==> src/rtl/fetch_unit_pkg.sv <==
// Shared definitions for the instruction fetch unit.
// Widths, FSM state encodings and the PC step.
package fetch_unit_pkg;

  localparam int XLEN = 32;

  localparam logic [1:0] S_REQ   = 2'd0;
  localparam logic [1:0] S_HOLD  = 2'd1;
  localparam logic [1:0] S_FAULT = 2'd2;

  localparam logic [XLEN-1:0] PC_INC = 32'd4;

  // Word alignment test for a fetch target.
  function automatic logic is_aligned(
    input logic [XLEN-1:0] a
  );
    return a[1:0] == 2'b00;
  endfunction

endpackage

==> src/rtl/fetch_unit_pc_reg.sv <==
// Program counter: enabled register with
// asynchronous active-high reset to RESET_PC.
module pc_reg
  import fetch_unit_pkg::*;
#(
  parameter logic [XLEN-1:0] RESET_PC = 32'h0
) (
  input  logic            clk,
  input  logic            rst,
  input  logic            en,
  input  logic [XLEN-1:0] d,
  output logic [XLEN-1:0] q
);

  // Load a new PC only when enabled.
  always_ff @(posedge clk or posedge rst) begin
    if (rst) q <= RESET_PC;
    else if (en) q <= d;
  end

endmodule

==> src/rtl/fetch_unit.sv <==
// Single-outstanding instruction fetch FSM with
// redirect, discard of stale data and fault state.
module fetch_unit
  import fetch_unit_pkg::*;
#(
  parameter logic [XLEN-1:0] RESET_PC = 32'h0
) (
  input  logic            clk,
  input  logic            rst,
  output logic            mem_req,
  output logic [XLEN-1:0] mem_addr,
  input  logic            mem_ack,
  input  logic [XLEN-1:0] mem_rdata,
  output logic            instr_valid,
  input  logic            instr_ready,
  output logic [XLEN-1:0] instr,
  output logic [XLEN-1:0] instr_pc,
  input  logic            redirect_valid,
  input  logic [XLEN-1:0] redirect_pc,
  output logic            fetch_fault
);

  logic [1:0]      state, state_d;
  logic            discard, discard_d;
  logic            flt_pend, flt_pend_d;
  logic [XLEN-1:0] tgt, tgt_d;
  logic [XLEN-1:0] pc, pc_d;
  logic            pc_en;
  logic            ld;
  logic            algn;

  pc_reg #(.RESET_PC(RESET_PC)) u_pc (
    .clk (clk),
    .rst (rst),
    .en  (pc_en),
    .d   (pc_d),
    .q   (pc)
  );

  assign algn        = is_aligned(redirect_pc);
  assign mem_req     = (state == S_REQ);
  assign instr_valid = (state == S_HOLD);
  assign fetch_fault = (state == S_FAULT);
  assign mem_addr    = pc;

  // Next-state, PC update and discard bookkeeping.
  always_comb begin
    state_d    = state;
    discard_d  = discard;
    flt_pend_d = flt_pend;
    tgt_d      = tgt;
    pc_en      = 1'b0;
    pc_d       = tgt;
    ld         = 1'b0;
    unique case (state)
      S_REQ: begin
        if (redirect_valid && !mem_ack) begin
          discard_d  = 1'b1;
          flt_pend_d = !algn;
          if (algn) tgt_d = redirect_pc;
        end else if (redirect_valid) begin
          discard_d  = 1'b0;
          flt_pend_d = 1'b0;
          if (algn) begin
            pc_en = 1'b1;
            pc_d  = redirect_pc;
          end else begin
            state_d = S_FAULT;
          end
        end else if (mem_ack) begin
          if (discard) begin
            discard_d  = 1'b0;
            flt_pend_d = 1'b0;
            if (flt_pend) begin
              state_d = S_FAULT;
            end else begin
              pc_en = 1'b1;
              pc_d  = tgt;
            end
          end else begin
            state_d = S_HOLD;
            ld      = 1'b1;
          end
        end
      end
      S_HOLD: begin
        if (redirect_valid) begin
          if (algn) begin
            state_d = S_REQ;
            pc_en   = 1'b1;
            pc_d    = redirect_pc;
          end else begin
            state_d = S_FAULT;
          end
        end else if (instr_ready) begin
          state_d = S_REQ;
          pc_en   = 1'b1;
          pc_d    = pc + PC_INC;
        end
      end
      S_FAULT: begin
        if (redirect_valid && algn) begin
          state_d = S_REQ;
          pc_en   = 1'b1;
          pc_d    = redirect_pc;
        end
      end
      default: state_d = S_REQ;
    endcase
  end

  // FSM and discard/target registers.
  always_ff @(posedge clk or posedge rst) begin
    if (rst) begin
      state    <= S_REQ;
      discard  <= 1'b0;
      flt_pend <= 1'b0;
      tgt      <= RESET_PC;
    end else begin
      state    <= state_d;
      discard  <= discard_d;
      flt_pend <= flt_pend_d;
      tgt      <= tgt_d;
    end
  end

  // Capture the returned word and its address.
  always_ff @(posedge clk or posedge rst) begin
    if (rst) begin
      instr    <= '0;
      instr_pc <= '0;
    end else if (ld) begin
      instr    <= mem_rdata;
      instr_pc <= pc;
    end
  end

endmodule

==> config.mk <==
export PLATFORM = sky130hd
export DESIGN_NAME = fetch_unit
export DESIGN_NICKNAME = d
export VERILOG_FILES = /design/src/rtl/fetch_unit_pkg.sv /design/src/rtl/fetch_unit_pc_reg.sv /design/src/rtl/fetch_unit.sv
export SDC_FILE = /design/constraint.sdc
export NUM_CORES = 1
export LEC_CHECK = 0
export CORE_MARGIN = 5
export CORE_UTILIZATION = 40
export DETAILED_ROUTE_END_ITERATION = 12
export PLACE_DENSITY = 0.67
export SETUP_SLACK_MARGIN = 0.2
export SYNTH_ARGS = -nofsm -noshare
export SYNTH_HDL_FRONTEND = slang
export SYNTH_HIERARCHICAL = 1
export SYNTH_SLANG_ARGS = --single-unit
==> constraint.sdc <==
create_clock -name clk -period 3.1 [get_ports clk]
set_input_delay 0.62 -clock clk [delete_from_list [all_inputs] [get_ports clk]]
set_output_delay 0.62 -clock clk [all_outputs]
set_load 0.01 [all_outputs]
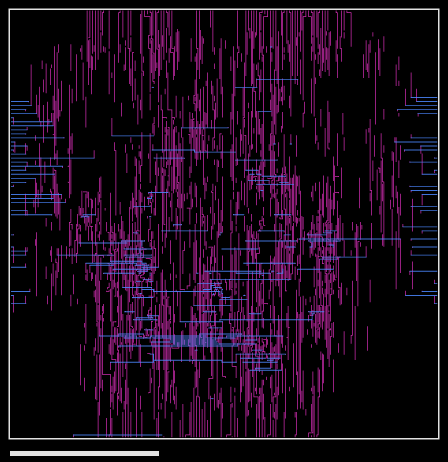
(images/metal_stack.png)
The bar under the picture is 50 um long. Two of the layers only.
legend:
  met2:
    color: magenta
    wire_length: 10300 um
  met3:
    color: blue
    wire_length: 1580 um

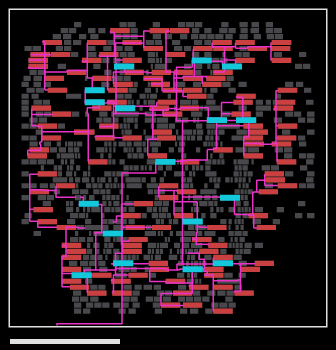
(images/clock_map.png)
The bar under the picture is 50 um long.
legend:
  flip-flops:
    color: red
    count: 132
  clock wires:
    color: magenta
    length: 1780 um
  cells driving clock nets:
    color: cyan
    count: 17
flops lie: spread over the die

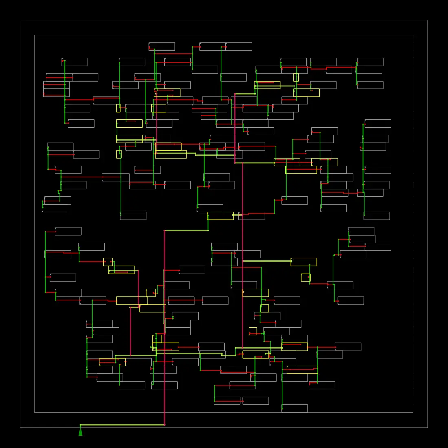
(images/final_clocks.png)
flip-flop and latch count: 132
Fin Clk Skew: 0.00596 ns

==> README.md <==
| Stage | Parameter | This run |
| --- | --- | --- |
| outcome | Status | finished clean |
| finish | Final layout net count | 890 |
| placement | Placed inst area | 9220 um2 |
| finish | Final Instance Area | 9840 um2 |
| final timing | Min Clock Period, post-route | 2.74 ns |
| finish | Highest-count logic cell in the final layout | clkdlybuf4s50_1 |
| synthesis | Total nets after synthesis | 715 |
| clock tree | Maximum count of clock buffers along a single path | 2 |
| placement | Number of buffers added on ports | 167 |
| finish | Filler cells | 1497 |
| final timing | Setup TNS | 0 ns |
| synthesis | Cell with the most instances after synthesis | dfrtp_1 |
| synthesis | Top cell type's share of synthesized area | 46.0% |
| worst setup path | Endpoint of the worst register-to-register path | u_pc/q[9] |
| worst setup path | Last element of the critical path | instr_valid |
| synthesis | Area of the mapped netlist | 7190 um2 |
| synthesis | Main logic family after synthesis | multiplexers |
| worst setup path | Worst-case reg-to-reg path depth | 7 |
| synthesis | Fraction of registers with async set/reset | 100% |
| power and ir drop | Pwr top | combinational logic |
| worst setup path | Maximum single-stage delay on the critical path | 0.67 ns |
| finish | Count of clock buffers in the final design | 19 |
| synthesis | Number of distinct library cells after synthesis | 70 |
| synthesis | Synth Flop Type | dfrtp_1 |
| grt | Most crowded layer after global routing | met2 |
| clock tree | Clock tree from TritonCTS | yes |
| worst setup path | Type of element capturing the critical path | output port |
| route | First drt pass iteration count | 6 |
| finish | Clock distribution area overhead in the final layout | 6.33% |
| worst setup path | Setup Crit Path Kind | flip-flop to output port |
| finish | Antenna fix cells | 0 |
| power and ir drop | Pwr Density | 913 nW/um2 |
| power and ir drop | Proportion of power drawn by flip-flops and latches | 37.4% |
| final timing | Final count of negative-setup-slack endpoints | 0 |
| grt | Global-route wire length before repair | 33.9 mm |
| finish | Sequential cell area | 3300 um2 |
| grt | Total routing usage reported by global routing | 21.0% |
| synthesis | Count of warnings emitted by yosys | 6 |
| floorplanning | Core region area | 17800 um2 |
| grt | Met2 Use GR | 34.0% |
| final timing | Setup slack after layout | 0.360 ns |
| power and ir drop | Net Switching | 3.00 mW |
| power and ir drop | Relative contribution of combinational cells to total power | 39.0% |
| grt | Vias in the first global route | 6305 |
| power and ir drop | Part of the power in the clock network | 23.6% |
| grt | Maximum number of pins on one net before global-route repair | 45 |
| worst setup path | Cell family contributing the most delay on the critical path | buffers and inverters |
| power and ir drop | Power drawn by the sequential cells | 3.36 mW |
| finish | Most numerous logic cells after layout | clkdlybuf4s50_1, dfrtp_1, mux2_2 |
| synthesis | Mux share | 22.0% |
| worst setup path | Worst-path cell chain | nand2b_1, inv_2, clkdlybuf4s50_1 |
| floorplanning | Well-Tap Cells | 229 |
| clock tree | Num CTS Buffers | 17 |
| synthesis | Xor+xnor area frac | 2.44% |
| finish | Non-CTS inverters | 13 |
| final timing | Post-route worst hold slack | 0.490 ns |
| synthesis | Number of flops mapped to enable cells by yosys | 0 |
| floorplanning | Core Util at FP | 40.3% |
| grt | Met1 usage in global routing | 27.2% |
| route | Starting DRC count in detailed routing | 495 |
| clock tree | Hold Buf Count CTS | 0 |
| finish | Layout-stage area growth over the synthesis result | 36.9% |
| worst setup path | Startpoint Class | flip-flop |
| flow run | Max-Cap Viols | 0 |
| finish | Final std cells w/o fill | 1061 |
| route | Remaining DRCs | 0 |
| clock tree | Number of clock sinks | 132 |
| placement | Detailed Place HPWL | 15.5 mm |
| worst setup path | Largest fanout of any net on the critical path | 16 |
| final timing | Crit share post-route | 88.4% |
| synthesis | Top post-synthesis cells by count | dfrtp_1, mux2_2, nand2_1 |
| synthesis | Simple-Gate Fraction of Synth Area | 12.8% |
| finish | Seq area share | 33.6% |
| power and ir drop | Worst ir drop on vdd | 0.446 mV |
| synthesis | Area fraction in compound gates after synthesis | 12.8% |
| final timing | Fin. Hold Viols | 0 |
| final timing | RSZ-0062 raised after global routing | false |
| worst setup path | Startpoint of the most critical setup path | state[0] |
| placement | Routability congestion estimate from global placement | 0.880 |
| grt | Met3 Use GR | 5.29% |
| clock tree | Clock root buffer | clkbuf_16 |
| route | Uppermost layer routed | met4 |
| power and ir drop | Post-route total power | 8.98 mW |
| clock tree | Number of H-tree branching levels | 4 |
| finish | Non-CTS buffers | 197 |
| route | Number of vias per cell | 5.75 |
| route | Total length of routed met2 wires | 10.3 mm |
| synthesis | Post-synth top area cell | dfrtp_1 |
| final timing | Slew @ Worst Pin | 0.724 ns |
| finish | Ratio of cells with drive above 1 in the final layout | 24.0% |
| flow run | Total number of warnings across the stage logs | 26 |
| synthesis | Summed standard-cell area reported by yosys | 7190 um2 |
| floorplanning | # rows | 49 |
| hold path | Worst Hold Path Cells | 1 |
| worst setup path | Buffering stage count on the worst path with inverters included | 2 |
| route | Sum of met3 wire segment lengths after detailed routing | 1.58 mm |
| floorplanning | Die Height | 144 um |
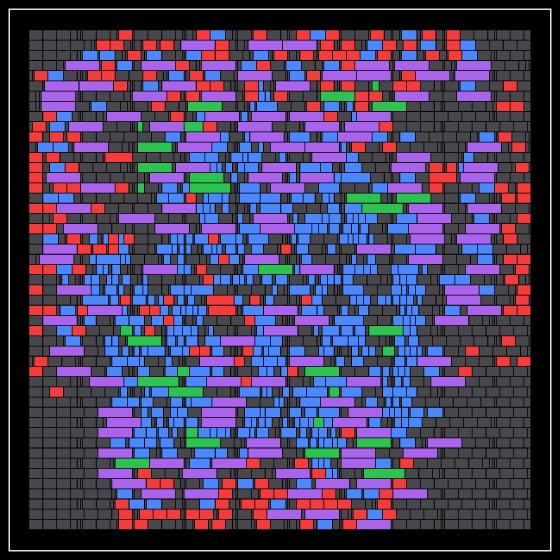
(images/cell_classes.png)
Fill, decap, tap and diode cells in gray.
legend:
  clock drivers and dummy loads:
    color: green
    cells: 31
    share_of_their_area: 6.5%
  all other logic:
    color: blue
    cells: 472
    share_of_their_area: 39%
  other buffers and delay cells:
    color: red
    cells: 197
    share_of_their_area: 20%
  flops:
    color: purple
    cells: 132
    share_of_their_area: 35%

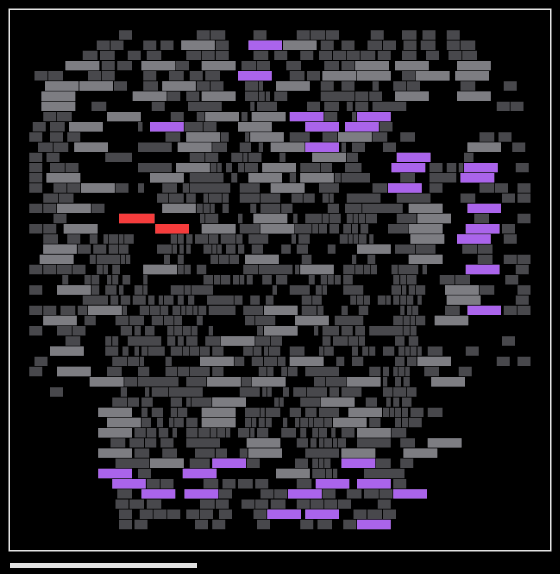
(images/registers.png)
The bar under the picture is 50 um long. Other sequential cells in the stronger gray, the rest of the logic in the fainter gray.
legend:
  state:
    color: red
    placed_flops: 2
  instr_pc:
    color: purple
    placed_flops: 32
not colored: 98

Power is estimated from default activity; no workload was simulated.
